Run 1, floorplan with the power grid:
The bar under the picture is 100 µm long. Pins as bars on the die edge. Tap cells in grey.
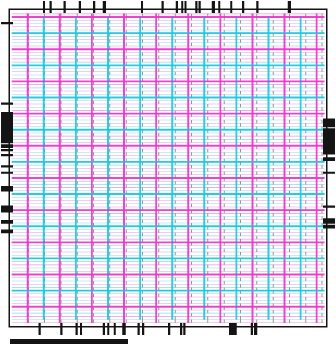
Run 1, placed cells, one colour a class:
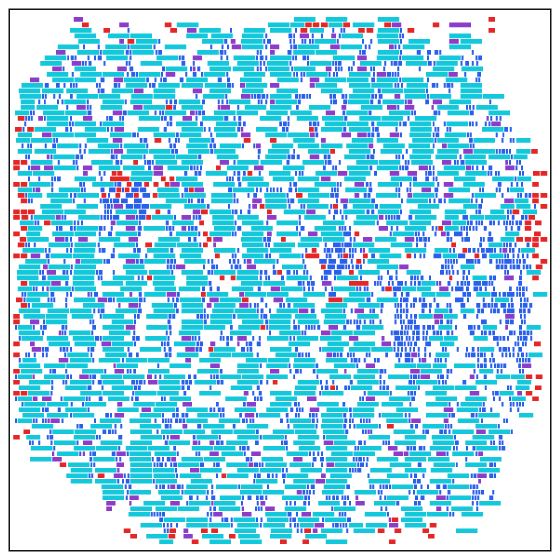
Run 1, clock distribution:
The bar under the picture is 100 µm long.
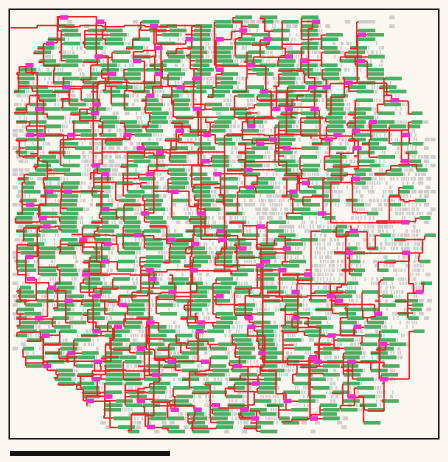
File: src/rtl/fm_pkg.sv
// Constants and state encoding shared by the hop sequencer and the FM modulator.
package fm_pkg;

  localparam int unsigned CTRL_W = 32;
  localparam int unsigned DEV_W  = 5;

  typedef enum logic [1:0] {
    StIdle,
    StGuard,
    StDwell
  } hop_state_e;

endpackage

File: src/rtl/fm_hop_table.sv
// Hop-table register file: one synchronous write port, one combinational read port.
module fm_hop_table
  import fm_pkg::*;
#(
  parameter int unsigned DEPTH   = 16,
  parameter int unsigned IDX_W   = $clog2(DEPTH),
  parameter int unsigned DWELL_W = 16
) (
  input  logic               clk,
  input  logic               we,
  input  logic [IDX_W-1:0]   waddr,
  input  logic [CTRL_W-1:0]  wctr,
  input  logic [DEV_W-1:0]   wdev,
  input  logic [DWELL_W-1:0] wdwell,
  input  logic [IDX_W-1:0]   raddr,
  output logic [CTRL_W-1:0]  rctr,
  output logic [DEV_W-1:0]   rdev,
  output logic [DWELL_W-1:0] rdwell
);

  logic [CTRL_W-1:0]  ctr_mem   [DEPTH];
  logic [DEV_W-1:0]   dev_mem   [DEPTH];
  logic [DWELL_W-1:0] dwell_mem [DEPTH];

  // Full-width address compare: writes at or beyond DEPTH match no entry.
  always_ff @(posedge clk) begin
    for (int unsigned i = 0; i < DEPTH; i++) begin
      if (we && (32'(waddr) == i)) begin
        ctr_mem[i]   <= wctr;
        dev_mem[i]   <= wdev;
        dwell_mem[i] <= wdwell;
      end
    end
  end

  always_comb begin
    rctr   = '0;
    rdev   = '0;
    rdwell = '0;
    for (int unsigned i = 0; i < DEPTH; i++) begin
      if (32'(raddr) == i) begin
        rctr   = ctr_mem[i];
        rdev   = dev_mem[i];
        rdwell = dwell_mem[i];
      end
    end
  end

endmodule

File: src/rtl/fm_hop_sequencer.sv
// Frequency-hopping controller: steps through the hop table, driving the modulator's
// center word and deviation, with a muted guard interval after every hop.
module fm_hop_sequencer
  import fm_pkg::*;
#(
  parameter int unsigned DEPTH   = 16,
  parameter int unsigned IDX_W   = $clog2(DEPTH),
  parameter int unsigned DWELL_W = 16,
  parameter int unsigned GUARD   = 4
) (
  input  logic               clk,
  input  logic               reset,
  input  logic               cfg_we,
  input  logic [IDX_W-1:0]   cfg_addr,
  input  logic [CTRL_W-1:0]  cfg_ctr,
  input  logic [DEV_W-1:0]   cfg_dev,
  input  logic [DWELL_W-1:0] cfg_dwell,
  input  logic [IDX_W-1:0]   last_idx,
  input  logic               loop,
  input  logic               start,
  input  logic               stop,
  output logic [CTRL_W-1:0]  ctr_ctrl,
  output logic [DEV_W-1:0]   deviation,
  output logic               mute,
  output logic               hop,
  output logic               busy,
  output logic               done,
  output logic [IDX_W-1:0]   cur_idx
);

  localparam int unsigned CNT_W = DWELL_W;
  localparam logic [CNT_W-1:0] GUARD_LOAD = (GUARD > 0) ? CNT_W'(GUARD - 1) : '0;

  hop_state_e         st_q, st_d;
  logic [CNT_W-1:0]   cnt_q, cnt_d;
  logic [CNT_W-1:0]   hold_q, hold_d;
  logic [IDX_W-1:0]   idx_q, idx_d, last_q, last_d;
  logic               loop_q, loop_d;
  logic [CTRL_W-1:0]  ctr_q, ctr_d;
  logic [DEV_W-1:0]   dev_q, dev_d;
  logic               mute_q, mute_d, hop_q, hop_d, busy_q, busy_d, done_q, done_d;

  logic               load;
  logic [IDX_W-1:0]   rd_idx;
  logic [CTRL_W-1:0]  rd_ctr;
  logic [DEV_W-1:0]   rd_dev;
  logic [DWELL_W-1:0] rd_dwell;
  logic [CNT_W-1:0]   rd_cnt;

  fm_hop_table #(
    .DEPTH  (DEPTH),
    .IDX_W  (IDX_W),
    .DWELL_W(DWELL_W)
  ) u_table (
    .clk   (clk),
    .we    (cfg_we),
    .waddr (cfg_addr),
    .wctr  (cfg_ctr),
    .wdev  (cfg_dev),
    .wdwell(cfg_dwell),
    .raddr (rd_idx),
    .rctr  (rd_ctr),
    .rdev  (rd_dev),
    .rdwell(rd_dwell)
  );

  // Counters hold remaining-cycles-minus-one; a zero dwell behaves as one cycle.
  assign rd_cnt = (rd_dwell == '0) ? '0 : rd_dwell - 1'b1;

  always_comb begin
    st_d   = st_q;
    cnt_d  = cnt_q;
    hold_d = hold_q;
    idx_d  = idx_q;
    last_d = last_q;
    loop_d = loop_q;
    ctr_d  = ctr_q;
    dev_d  = dev_q;
    mute_d = mute_q;
    busy_d = busy_q;
    hop_d  = 1'b0;
    done_d = 1'b0;
    load   = 1'b0;
    rd_idx = '0;

    unique case (st_q)
      StIdle: begin
        if (start && !stop) begin
          load   = 1'b1;
          loop_d = loop;
          last_d = (32'(last_idx) > DEPTH - 1) ? IDX_W'(DEPTH - 1) : last_idx;
        end
      end
      StGuard: begin
        if (stop) begin
          st_d   = StIdle;
          busy_d = 1'b0;
          mute_d = 1'b1;
        end else if (cnt_q == '0) begin
          st_d   = StDwell;
          cnt_d  = hold_q;
          mute_d = 1'b0;
        end else begin
          cnt_d = cnt_q - 1'b1;
        end
      end
      StDwell: begin
        // stop is checked first so it wins over a coincident hop or completion.
        if (stop) begin
          st_d   = StIdle;
          busy_d = 1'b0;
          mute_d = 1'b1;
        end else if (cnt_q == '0) begin
          if (idx_q != last_q) begin
            load   = 1'b1;
            rd_idx = idx_q + 1'b1;
          end else if (loop_q) begin
            load = 1'b1;
          end else begin
            st_d   = StIdle;
            busy_d = 1'b0;
            mute_d = 1'b1;
            done_d = 1'b1;
          end
        end else begin
          cnt_d = cnt_q - 1'b1;
        end
      end
      default: st_d = StIdle;
    endcase

    if (load) begin
      idx_d  = rd_idx;
      ctr_d  = rd_ctr;
      dev_d  = rd_dev;
      hold_d = rd_cnt;
      hop_d  = 1'b1;
      busy_d = 1'b1;
      if (GUARD > 0) begin
        st_d   = StGuard;
        cnt_d  = GUARD_LOAD;
        mute_d = 1'b1;
      end else begin
        st_d   = StDwell;
        cnt_d  = rd_cnt;
        mute_d = 1'b0;
      end
    end
  end

  always_ff @(posedge clk) begin
    if (reset) begin
      st_q   <= StIdle;
      cnt_q  <= '0;
      hold_q <= '0;
      idx_q  <= '0;
      last_q <= '0;
      loop_q <= 1'b0;
      ctr_q  <= '0;
      dev_q  <= '0;
      mute_q <= 1'b1;
      hop_q  <= 1'b0;
      busy_q <= 1'b0;
      done_q <= 1'b0;
    end else begin
      st_q   <= st_d;
      cnt_q  <= cnt_d;
      hold_q <= hold_d;
      idx_q  <= idx_d;
      last_q <= last_d;
      loop_q <= loop_d;
      ctr_q  <= ctr_d;
      dev_q  <= dev_d;
      mute_q <= mute_d;
      hop_q  <= hop_d;
      busy_q <= busy_d;
      done_q <= done_d;
    end
  end

  assign ctr_ctrl  = ctr_q;
  assign deviation = dev_q;
  assign mute      = mute_q;
  assign hop       = hop_q;
  assign busy      = busy_q;
  assign done      = done_q;
  assign cur_idx   = idx_q;

endmodule

File: config.mk
export PLATFORM = sky130hd
export DESIGN_NAME = fm_hop_sequencer
export DESIGN_NICKNAME = d
export VERILOG_FILES = /design/src/rtl/fm_pkg.sv /design/src/rtl/fm_hop_table.sv /design/src/rtl/fm_hop_sequencer.sv
export SDC_FILE = /design/constraint.sdc
export NUM_CORES = 1
export LEC_CHECK = 0
export ABC_AREA = 1
export CAP_MARGIN = 30
export CORE_UTILIZATION = 52
export CTS_BUF_LIST = sky130_fd_sc_hd__clkbuf_4 sky130_fd_sc_hd__clkbuf_8
export CTS_CLUSTER_SIZE = 25
export DETAILED_ROUTE_END_ITERATION = 10
export PLACE_DENSITY_LB_ADDON = 0.15
export SYNTH_ARGS = -nofsm -noshare
export SYNTH_HDL_FRONTEND = slang
export SYNTH_HIERARCHICAL = 1
export SYNTH_SLANG_ARGS = --single-unit
File: constraint.sdc
create_clock -name clk -period 6.65 [get_ports clk]
set_input_delay 1.33 -clock clk [delete_from_list [all_inputs] [get_ports clk]]
set_output_delay 1.33 -clock clk [all_outputs]
set_load 0.01 [all_outputs]
==> qor.yml, run 1 <==
pwr-share-seq_pct: 52.7
ys_types: 32
comb_cell_power_mw: 1.07
n_antenna_cell: 1
cts_max_level: 4
min_from: "deviation[1]"
holdPathEnd: "deviation[1]"
synthTopLogicFamily: "simple AND/OR/NAND/NOR gates"
die_w_um: 267
drive_above_1_share_pct: 11.7
grt_pass1_vias: 23400
critical_path.startpoint_type: "input port"
status: "finished clean"
min_path_type: "reg2reg"
drt_iter0_drc: 2145
seq_power_mw: 6.62
clockRootBuffer: "clkbuf_8"
worst_slack_ns: 1.20
n_all_buffers: 169
postCtsResizedCells: 0
flop_cell: "edfxtp_1"
edf_count: 848
crit_type: "in2reg"
dp_cells: 4039
antenna_found_initial: 4
wl_per_cell_um: 20.8
regMostFlops: "u_table/ctr_mem"
fp_util_pct: 52.9
hold_depth: 2
rrSetupSlack_ns: 1.44
cts.clk_slew.worst_paths_ns: 0.05
r2r-end: "hold_q[7]"
flops: 932
numCtsBuffers: 152
design_area_um2: 42000
power_leader: "registers"
ys_sh_simple_pct: 19.8
ys_ff: 932
viasPerCell: 5.52
dominant_cells: "flip-flops and latches"
most_common_cell: "edfxtp_1"
post_cts_buffers: 0
first_pass_iters: 5
ys_top_cells_by_area: "edfxtp_1, nand2_1, dfxtp_1, nand3_1, nor2_1"
async_flop_share_pct: 0
power.switching_mw: 3.01
tool_warnings: 27
stdcell_count: 4311
Notes on 'floorplan with the power grid' above:
| colour | net |
|---|---|
| cyan | VDD |
| magenta | VSS |
tap cells: 931
signal pins: 112
met5 straps: 19
rows: 96
met4 straps: 19

Notes on 'placed cells, one colour a class' above:
| colour | class | cells | share of their area |
|---|---|---|---|
| cyan | flops | 932 | 67% |
| purple | clock drivers and dummy loads | 270 | 7.4% |
| red | other buffers and delay cells | 169 | 3.9% |
| blue | combinational and other logic | 2008 | 22% |

Notes on 'clock distribution' above:
[green] flip-flops | count: 932
[red] clock wires | length: 11100 µm
[magenta] clock drivers | count: 152
routed clock nets: 153
flops lie: all over the die

run 1: critical path, stage by stage:
cell and delay, ns:
clkdlybuf4s50_1 0.50, nor2_4 0.19, inv_2 0.07, nor2_4 0.12
inv_1 0.09, nor2_1 0.31, inv_2 0.09, nor2_4 0.63
inv_2 0.20, nor2_4 0.20, inv_2 0.14, or2_2 0.30
nand2_1 0.07, nand3_1 0.06, nand2_1 0.06, nand4_1 0.07
inv_1 0.10, ha_1 0.18, nand2_1 0.08, nor2_1 0.14
inv_1 0.06, nor2_1 0.31, nand4_1 0.45, nand3_1 0.25
a21oi_1 0.08
run 1: metal layers:
metal	GRT usage, %	wire, µm
met1	34.0	37600
met2	42.5	43700
met3	5.40	6550
met4	8.29	1910
met5	0	26
--- run 2 (diff from run 1) ---
==> constraint.sdc (replaced) <==
create_clock -name clk -period 4.6 [get_ports clk]
set_input_delay 0.92 -clock clk [delete_from_list [all_inputs] [get_ports clk]]
set_output_delay 0.92 -clock clk [all_outputs]
set_load 0.01 [all_outputs]
Run 2, clock nets:
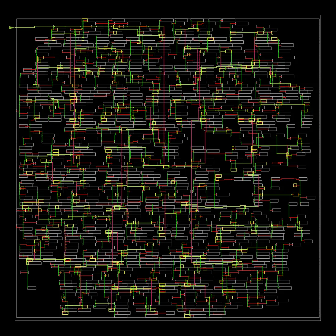
CTS Buf Count: 150
Insertion Delay late pin: 0.81 ns

==> run 2 against run 1 <==
Compared with the run above:
- global-route usage grew 0.80 points
- sequential share of layout area down 1.2 points
- synthesized area stayed put
- setup slack got worse by 0.72 ns
- count of clock-buffer cells in the layout down 2
- total power up 46%
- combinational power is 48% higher
- largest power group unchanged
==> qor.yml, run 2 <==
routed-wl-met3_mm: 6.65  # +1.4%
maxCapViolations: 0
clock.fmax_mhz: 243
n_antenna_cell: 2  # +1
post_cts_buffers: 0  # unchanged
regMostFlops: "u_table/ctr_mem"
fillers: 5380
yosysChipArea_um2: 36500
flops: 932  # unchanged
max_stage_delay_ns: 0.31  # -0.32 ns
place.gp.congestion: 0.857
top_cell_area_share_pct: 69.7
hold_viol: 0
min_period_ns: 4.12
worst_slack_ns: 0.479  # -0.721 ns
cts.clk_slew.worst_paths_ns: 0.07  # +0.02 ns
grt-ovfl-total: 0
top_layer: "met5"
drive_above_1_share_pct: 13.8  # +2.2 points
dieArea_um2: 71300
cp.buffers_inverters: 6  # -2
yosys_warnings: 6
skew_ns: 0.0376
cts_max_level: 4  # unchanged
grt_util_met2_pct: 43.4  # +0.91 points
worst_pin_slew_ns: 1.03
port_buffers: 111
dominant_cells: "flip-flops and latches"
drt_iter0_drc: 2207  # +2.9%
edf_count: 848  # unchanged
tool_warnings: 28  # +3.7%
cp.arrival_ns: 4.82
async_flop_share_pct: 0  # unchanged
ys_ff: 932  # unchanged
most_common_cell: "edfxtp_1"
grt_use_met3_pct: 5.33  # -0.064 points
crit_path_end_kind: "flop"
pwr-share-seq_pct: 52.3  # -0.4 points
yosysSeqAreaShare_pct: 74.3
dp_cells: 4119  # +2.0%
first_pass_iters: 6  # +1
power_leader: "registers"
ys_types: 32  # unchanged
routed_wl_mm: 92.6
route.met2.wl_mm: 44.4  # +1.6%
comb_cell_power_mw: 1.58  # +48%
top_usage_layer: "met2"
vias: 24000
design_area_um2: 42800  # +1.9%
postRouteAntennaNets: 0
maxSlewHeadroom_pct: 31.4
grtUsageMet1_pct: 35.4  # +1.4 points
final-max-slew-violation-count: 0
top_cells_by_count: "edfxtp_1, nand2_1, nor2_1"
worst_path_max_delay_cell: "dfxtp_1"
seq_power_mw: 9.58  # +45%
flop_cell: "edfxtp_1"
critical_path.startpoint_type: "flop"
viasPerCell: 5.47  # -0.90%
wirelength_met1_mm: 39.2  # +4.2%
crit_type: "reg2reg"
clockRootBuffer: "clkbuf_8"
lay_top_cells: "edfxtp_1, nand2_1, nor2_1"
postCtsHoldBufs: 0
cp_common_cell: "nand2_1"
dpl.hpwl_mm: 54.2
wl_per_cell_um: 21.1  # +1.1%
grt_pass1_vias: 24000  # +2.5%
p_clk_share_pct: 39.1
power.share.switching_pct: 23.9
status: "finished clean"
syn2layout_area_growth_pct: 17.1
ys_top_cells_by_area: "edfxtp_1, nand2_1, dfxtp_1, nand3_1, nor2_1"
stdcell_count: 4393  # +1.9%
min_path_type: "reg2reg"
n_all_buffers: 249  # +47%
coreArea_um2: 69100
antenna_found_initial: 4  # unchanged
power.switching_mw: 4.37  # +46%
fp_util_pct: 52.9  # unchanged
die_w_um: 267  # unchanged
postCtsResizedCells: 0  # unchanged
final_core_util_pct: 61.9
cp_top_family: "simple AND/OR/NAND/NOR gates"
[run 2: cell families after synthesis]
| family | count (synthesis) | share of synthesized area, % |
|---|---|---|
| AND/OR/NAND/NOR | 1655 | 19.8 |
| flip-flops | 932 | 74.3 |
| buffers and inverters | 340 | 3.75 |
| AND-OR/OR-AND | 108 | 1.55 |
| XOR/XNOR | 18 | 0.431 |
| adder cells (fa/ha/maj) | 4 | 0.137 |
[run 2: path summary, 6_finish.rpt]
path	start	cells after the start	to	slack (ns)
setup / recovery	cnt_q[0]	27	hold_q[4]	0.48
hold / removal	ctr_ctrl[13]	2	ctr_ctrl[13]	0.46
setup reg to reg	cnt_q[0]	27	hold_q[4]	0.48
hold reg to reg	ctr_ctrl[13]	2	ctr_ctrl[13]	0.46
Run 2, placed cells, one colour a class:
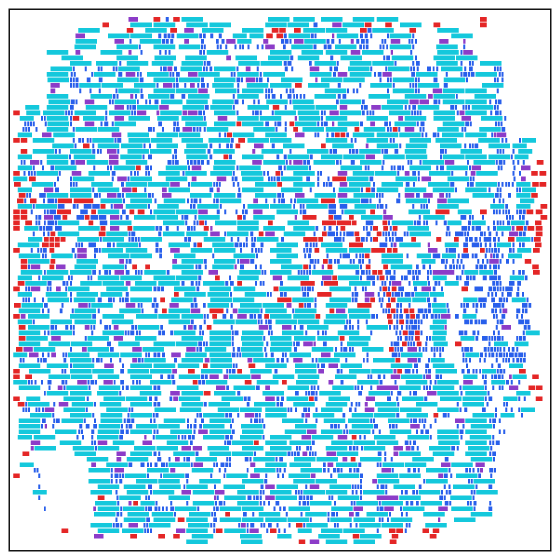

--- run 3 (diff from run 2) ---
--- a/config.mk
+++ b/config.mk
@@ -11,6 +11,7 @@
 export CTS_BUF_LIST = sky130_fd_sc_hd__clkbuf_4 sky130_fd_sc_hd__clkbuf_8
 export CTS_CLUSTER_SIZE = 25
 export DETAILED_ROUTE_END_ITERATION = 10
+export GPL_ROUTABILITY_DRIVEN = 0
 export PLACE_DENSITY_LB_ADDON = 0.15
 export SYNTH_ARGS = -nofsm -noshare
 export SYNTH_HDL_FRONTEND = slang
Run 3, placed cells, one colour a class:
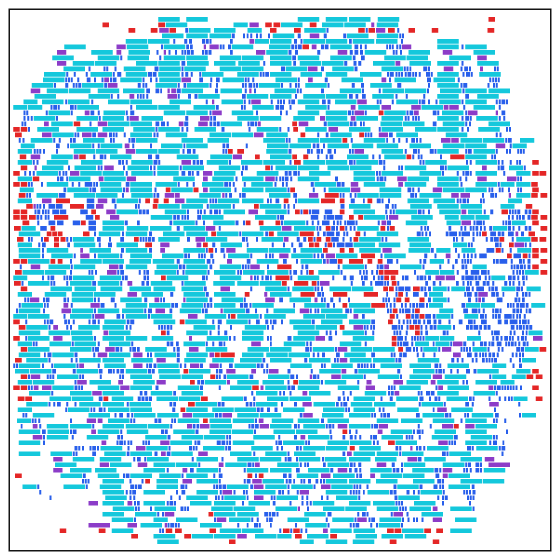
| colour | class | cells | share of their area |
|---|---|---|---|
| cyan | flops | 932 | 65% |
| red | other buffers and delay cells | 249 | 5.7% |
| blue | combinational and other logic | 2008 | 22% |
| purple | clock drivers and dummy loads | 272 | 7.3% |

==> run 3 against run 2 <==
Compared with the run above:
- first-iteration DRC count is 4.7% lower
- fmax is 1.0% higher
- sequential cell count stayed put
- clock power is 0.6% lower
- critical path type unchanged
- clock skew is 0.0062 ns lower
- synthesized area stayed put
- hold slack worse by 0.0046 ns
- combinational power hardly changed
==> qor.yml, run 3 <==
status: "finished clean"
n_all_buffers: 249  # unchanged
tool_warnings: 28  # unchanged
ys_sh_aoi_pct: 1.55  # unchanged
critical_path.startpoint_type: "flop"
yosysChipArea_um2: 36500  # unchanged
vias: 23800  # -1.2%
mux_share_pct: 0  # unchanged
top_cells_by_count: "edfxtp_1, nand2_1, nor2_1"
yosysSeqAreaShare_pct: 74.3  # unchanged
min_from: "ctr_ctrl[1]"
dpl.hpwl_mm: 54.0  # -0.32%
cts.clk_slew.worst_paths_ns: 0.06  # about the same
postRouteAntennaNets: 0  # unchanged
cts_max_level: 4  # unchanged
grt_pass1_vias: 23500  # -2.0%
edf_count: 848  # unchanged
holdPathEnd: "ctr_ctrl[1]"
ys_top_cells_by_area: "edfxtp_1, nand2_1, dfxtp_1, nand3_1, nor2_1"
min_path_type: "reg2reg"
regMostFlops: "u_table/ctr_mem"
max_stage_delay_ns: 0.31  # about the same
top_layer: "met5"
ys_sh_simple_pct: 19.8  # unchanged
cp_common_cell: "nand2_1"
hold_viol: 0  # unchanged
min_period_ns: 4.08  # -0.0411 ns
dp_cells: 4120  # +0.024%
cp.buffers_inverters: 10  # +4
top_cell_area_share_pct: 69.7  # unchanged
flop_cell: "edfxtp_1"
worst_path_max_delay_cell: "dfxtp_1"
grt_pass1_wl_mm: 139
ys_types: 32  # unchanged
insertion_delay_ns: 0.81  # about the same
cp-startpoint: "cnt_q[0]"
n_antenna_cell: 2  # unchanged
cp.arrival_ns: 4.79  # -0.03 ns
grt-ovfl-total: 0  # unchanged
skew_ns: 0.0314  # -0.00617 ns
final_core_util_pct: 61.9  # about the same
wirelength_met1_mm: 38.0  # -3.0%
hold_depth: 2  # unchanged
crit_type: "reg2reg"
antenna_found_initial: 3  # -1
largest_reg_flops: 512
postCtsResizedCells: 0  # unchanged
crit_path_end_kind: "flop"
yosys_warnings: 6  # unchanged
routed-wl-met3_mm: 6.97  # +4.8%
first_pass_iters: 5  # -1
design_area_um2: 42800  # about the same
fin_nets: 3413
syn2layout_area_growth_pct: 17.1  # about the same
viasPerCell: 5.41  # -1.2%
worst_slack_ns: 0.520  # +0.0411 ns
die_w_um: 267  # unchanged
drt_iter0_drc: 2104  # -4.7%
lay_top_cells: "edfxtp_1, nand2_1, nor2_1"
setup_tns_ns: 0
final-max-slew-violation-count: 0  # unchanged
fillers: 5320  # -1.1%
critical_path.endpoint: "hold_q[3]"
r2r-end: "hold_q[3]"
maxCapViolations: 0  # unchanged
async_flop_share_pct: 0  # unchanged
rrSetupSlack_ns: 0.52  # +0.04 ns
dieArea_um2: 71300  # unchanged
xor_share_pct: 0.431  # unchanged
maxSlewHeadroom_pct: 33.8  # +2.4 points
flops: 932  # unchanged
route.met2.wl_mm: 44.3  # -0.31%
holdWs_ns: 0.451
most_common_cell: "edfxtp_1"
post_cts_buffers: 0  # unchanged
postCtsHoldBufs: 0  # unchanged
adder_share_pct: 0.137  # unchanged
routed_wl_mm: 91.3  # -1.4%
fp_util_pct: 52.9  # unchanged
stdcell_count: 4394  # +0.023%
coreArea_um2: 69100  # unchanged
clockRootBuffer: "clkbuf_8"
synthTopLogicFamily: "simple AND/OR/NAND/NOR gates"
dominant_cells: "flip-flops and latches"
worst_pin_slew_ns: 0.993  # -0.0358 ns
drive_above_1_share_pct: 13.9  # +0.11 points
run 3: netlist changes by cell type in the layout (fill, tap and decap cells not counted), moves of 2 or more:
cell	before	now
clkbuf_4	53	64
clkinv_2	17	12
clkbuf_8	168	164
inv_8	2	6
clkinv_1	26	24
inv_6	2	0
run 3: report_power, final:
| part | leakage [nW] | internal, mW | switching [mW] |
|---|---|---|---|
| clock network | 1.62 | 3.93 | 3.20 |
| registers | 8.35 | 9.48 | 0.0915 |
| logic | 5.40 | 0.522 | 1.05 |
| total | 15.4 | 13.9 | 4.34 |
run 3: metal layers:
| metal | vias to the layer above | global-route usage (%) |
|---|---|---|
| met1 | 11600 | 34.8 |
| met4 | 2 | 9.02 |
| met5 | - | 0 |
| met2 | 865 | 43.0 |
| met3 | 151 | 5.46 |
| li1 | 11200 | - |
No activity file was given, so power comes from the tool's default toggle rates.
